===== src/rtl/cmp_pkg.sv =====
// Shared definitions for the frame comparison statistics block.
package cmp_pkg;

    typedef enum logic [1:0] {
        IDLE   = 2'd0,
        ACCUM  = 2'd1,
        REPORT = 2'd2
    } state_e;

    localparam int MAX_FRAME_DEF = 8;

endpackage


===== src/rtl/comparator_2bit.sv =====
// Unsigned 2-bit magnitude comparator; exactly one flag is high.
module comparator_2bit (
    input  logic [1:0] a_i,
    input  logic [1:0] b_i,
    output logic       gt_o,
    output logic       eq_o,
    output logic       lt_o
);

    assign gt_o = (a_i > b_i);
    assign eq_o = (a_i == b_i);
    assign lt_o = (a_i < b_i);

endmodule


===== src/rtl/compare_stats_2bit.sv =====
// Accumulates per-frame A/B ordering counts and max(A), then holds them
// behind a valid/ready report until downstream takes them.
module compare_stats_2bit
    import cmp_pkg::*;
#(
    parameter  int MAX_FRAME = MAX_FRAME_DEF,
    localparam int CNT_W     = $clog2(MAX_FRAME + 1)
) (
    input  logic             clk,
    input  logic             rst_n,
    input  logic             in_valid,
    output logic             in_ready,
    input  logic [1:0]       in_a,
    input  logic [1:0]       in_b,
    input  logic             in_last,
    output logic             out_valid,
    input  logic             out_ready,
    output logic [CNT_W-1:0] gt_cnt,
    output logic [CNT_W-1:0] eq_cnt,
    output logic [CNT_W-1:0] lt_cnt,
    output logic [CNT_W-1:0] frame_len,
    output logic [1:0]       max_a
);

    localparam logic [CNT_W-1:0] MAX_CNT = CNT_W'(MAX_FRAME);

    state_e           state_q;
    logic             in_ready_q, out_valid_q;
    logic [CNT_W-1:0] gt_q, eq_q, lt_q, len_q;
    logic [1:0]       max_q;

    logic             a_gt_b, a_eq_b, a_lt_b;
    logic             a_gt_max, a_eq_max, a_lt_max;
    logic             accept, close;
    logic [CNT_W-1:0] len_d;
    logic [1:0]       max_d;
    logic             max_cmp_unused;

    comparator_2bit u_cmp_ab (
        .a_i  (in_a),
        .b_i  (in_b),
        .gt_o (a_gt_b),
        .eq_o (a_eq_b),
        .lt_o (a_lt_b)
    );

    comparator_2bit u_cmp_max (
        .a_i  (in_a),
        .b_i  (max_q),
        .gt_o (a_gt_max),
        .eq_o (a_eq_max),
        .lt_o (a_lt_max)
    );

    assign max_cmp_unused = a_eq_max ^ a_lt_max;

    assign accept = in_valid && in_ready_q;
    assign len_d  = len_q + CNT_W'(1);
    // A full frame closes on its own; in_last is irrelevant at that point.
    assign close  = in_last || (len_d == MAX_CNT);
    assign max_d  = (state_q == IDLE || a_gt_max) ? in_a : max_q;

    always_ff @(posedge clk) begin
        if (!rst_n) begin
            state_q     <= IDLE;
            in_ready_q  <= 1'b1;
            out_valid_q <= 1'b0;
            gt_q        <= '0;
            eq_q        <= '0;
            lt_q        <= '0;
            len_q       <= '0;
            max_q       <= '0;
        end else begin
            case (state_q)
                IDLE, ACCUM: begin
                    if (accept) begin
                        gt_q  <= gt_q + CNT_W'(a_gt_b);
                        eq_q  <= eq_q + CNT_W'(a_eq_b);
                        lt_q  <= lt_q + CNT_W'(a_lt_b);
                        len_q <= len_d;
                        max_q <= max_d;
                        if (close) begin
                            state_q     <= REPORT;
                            in_ready_q  <= 1'b0;
                            out_valid_q <= 1'b1;
                        end else begin
                            state_q <= ACCUM;
                        end
                    end
                end
                REPORT: begin
                    if (out_ready) begin
                        state_q     <= IDLE;
                        in_ready_q  <= 1'b1;
                        out_valid_q <= 1'b0;
                        gt_q        <= '0;
                        eq_q        <= '0;
                        lt_q        <= '0;
                        len_q       <= '0;
                        max_q       <= '0;
                    end
                end
                default: begin
                    state_q     <= IDLE;
                    in_ready_q  <= 1'b1;
                    out_valid_q <= 1'b0;
                end
            endcase
        end
    end

    assign in_ready  = in_ready_q;
    assign out_valid = out_valid_q;
    assign gt_cnt    = gt_q;
    assign eq_cnt    = eq_q;
    assign lt_cnt    = lt_q;
    assign frame_len = len_q;
    assign max_a     = max_q;

endmodule


===== config.mk =====
export PLATFORM = sky130hd
export DESIGN_NAME = compare_stats_2bit
export DESIGN_NICKNAME = d
export VERILOG_FILES = /design/src/rtl/cmp_pkg.sv /design/src/rtl/comparator_2bit.sv /design/src/rtl/compare_stats_2bit.sv
export SDC_FILE = /design/constraint.sdc
export NUM_CORES = 1
export LEC_CHECK = 0
export ABC_AREA = 1
export CORE_ASPECT_RATIO = 0.7
export CORE_UTILIZATION = 35
export DETAILED_ROUTE_END_ITERATION = 8
export GPL_TIMING_DRIVEN = 0
export PLACE_DENSITY = 0.64
export REMOVE_ABC_BUFFERS = 1
export SYNTH_ARGS = -nofsm -noshare
export SYNTH_HDL_FRONTEND = slang
export SYNTH_SLANG_ARGS = --single-unit
export TNS_END_PERCENT = 100

===== constraint.sdc =====
create_clock -name clk -period 2 [get_ports clk]
set_input_delay 0.4 -clock clk [delete_from_list [all_inputs] [get_ports clk]]
set_output_delay 0.4 -clock clk [all_outputs]
set_load 0.05 [all_outputs]

==> run_1/layer_met1.png <==
Bar = 20 um. Cells faint in the background.
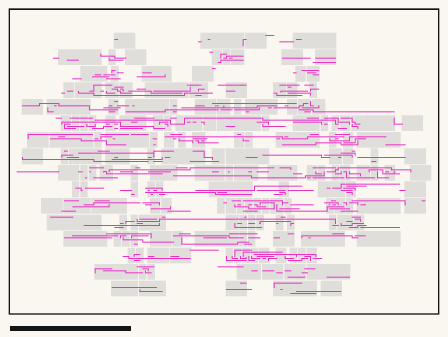
share of all routed wire: 48%
wire length on this layer: 1230 um
main direction: horizontal
longest straight run: 29.0 um
total wire length: 2.551 mm
GR Util met1: 18.16%
vias: 1052

==> run_1/layer_met2.png <==
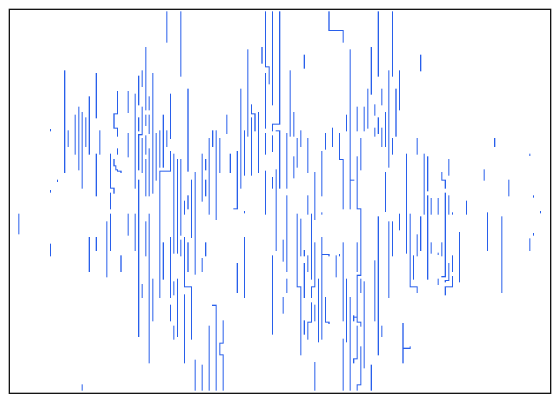
longest straight run: 20.7 um
nets with wire on the layer: 158

==> run_1/layer_met3.png <==
Bar = 20 um.
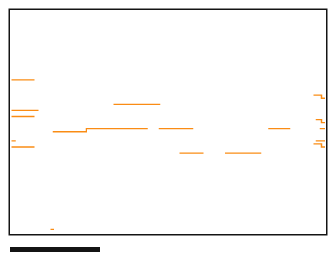
main direction: horizontal
share of all routed wire: 3.5%

==> impl_metrics.ini, run 1 <==
; generated from flow reports
[timing]
tns_ns = 0
hold_viol_final = 0
post-route-min-period_ns = 1.923
slew_headroom_pct = 66.25

[placement]
placed_cells = 214
place.gp.congestion = 0.7416

[logic_synthesis]
most_common_cell = nand2_1
ff_type = dfxtp_1
ys_sh_simple_pct = 33.22
xor_share_pct = 0
syn_avg_cell_area_sq_um = 7.557
largest_area_cell = dfxtp_1
synthArstFlopShare_pct = 0
mux_share_pct = 0
top_cells_by_count = nand2_1, dfxtp_1, a21oi_1
logic_family = simple AND/OR/NAND/NOR gates

[grt]
grt_most_used_layer = met2
antenna_found_initial = 0
grt_util_met3_pct = 3.681
grt_util_all_layers_pct = 15.08

[finish]
nonClkBufAreaFrac_pct = 18.45
diodes = 0
sh_comb_area_pct = 43.20
clockBufferCount = 3
final_cell_mix = nand2_1, clkdlybuf4s50_1, dfxtp_1, a21oi_1, inv_1
flop-count = 22

[setup_path]
cpPeakStageDelay_ns = 0.84
r2r_end = max_a[0]$_SDFFE_PN0P_
worst-r2r-setup-slack_ns = 0.52
slowest_stage = clkdlybuf4s50_1
worstSetupPathDepth = 1
endpoint = frame_len[0]

[clock_network]
cts_buffers = 3
path_clk_slew_ns = 0.08
cts_hold_buf = 0
ctsResizeCount = 1

[floorplan]
rows = 16
taps = 36
core_area_sq_mm = 0.002963
die_w_um = 70.47

[status]
status = complete, but fails checks
violations = design-rule violations

[drt]
wl_per_cell_um = 11.76
drt.antenna.violating_nets = 0
dr_wl_met3_um = 88
drc_errors = 6

[pwr]
power-top-group = sequential cells
ir_worst_vdd_uv = 287.6

[worst_hold_path]
min_from = out_valid$_SDFFE_PN0P_
==> run_1/clocks.png <==
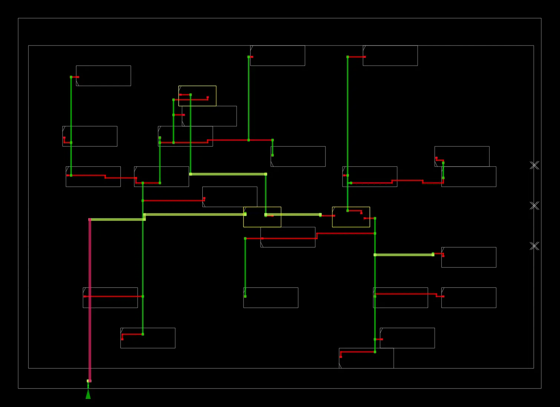

## Run 2: what changed since run 1
- RECOVER_POWER: default -> 50
==> run_2/clocks.png <==
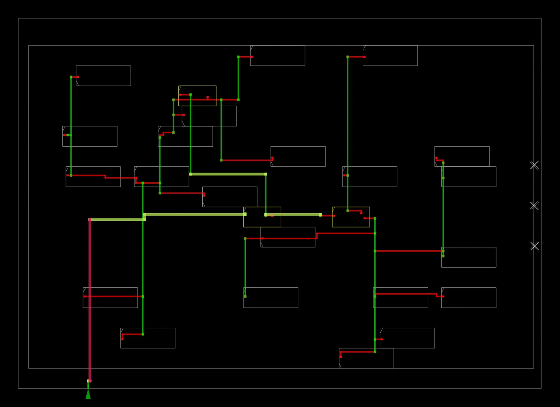
cts bufs inserted: 3
Worst-Skew Late Latency: 0.26 ns

==> impl_metrics.ini, run 2 <==
; generated from flow reports
[status]
status = complete, but fails checks
violations = design-rule violations

[finish]
diodes = 0
flop-count = 22
sh_comb_area_pct = 42.93

[drt]
vias = 1052
drt-total-wl_mm = 2.555
wl_per_cell_um = 11.77
drc_errors = 6

[grt]
grt_util_met3_pct = 3.681
grt_most_used_layer = met2
met1_usage_pct = 18.16
antenna_found_initial = 0

[placement]
placed_cells = 214
place.gp.congestion = 0.7416

[clock_network]
path_clk_slew_ns = 0.08
cts_hold_buf = 0
ctsResizeCount = 1

[pwr]
ir_worst_vdd_uv = 287.3
power-top-group = sequential cells

[setup_path]
r2r_end = max_a[0]$_SDFFE_PN0P_
endpoint = frame_len[0]
worstSetupPathDepth = 1
slowest_stage = clkdlybuf4s50_1
worst-r2r-setup-slack_ns = 0.52

[floorplan]
die_w_um = 70.47
core_area_sq_mm = 0.002963

[timing]
slew_headroom_pct = 66.26
tns_ns = 0

[logic_synthesis]
ff_type = dfxtp_1
xor_share_pct = 0
ys_sh_simple_pct = 33.22
largest_area_cell = dfxtp_1
synthArstFlopShare_pct = 0
logic_family = simple AND/OR/NAND/NOR gates
syn_avg_cell_area_sq_um = 7.557
mux_share_pct = 0
No activity file was given, so power comes from the tool's default toggle rates.
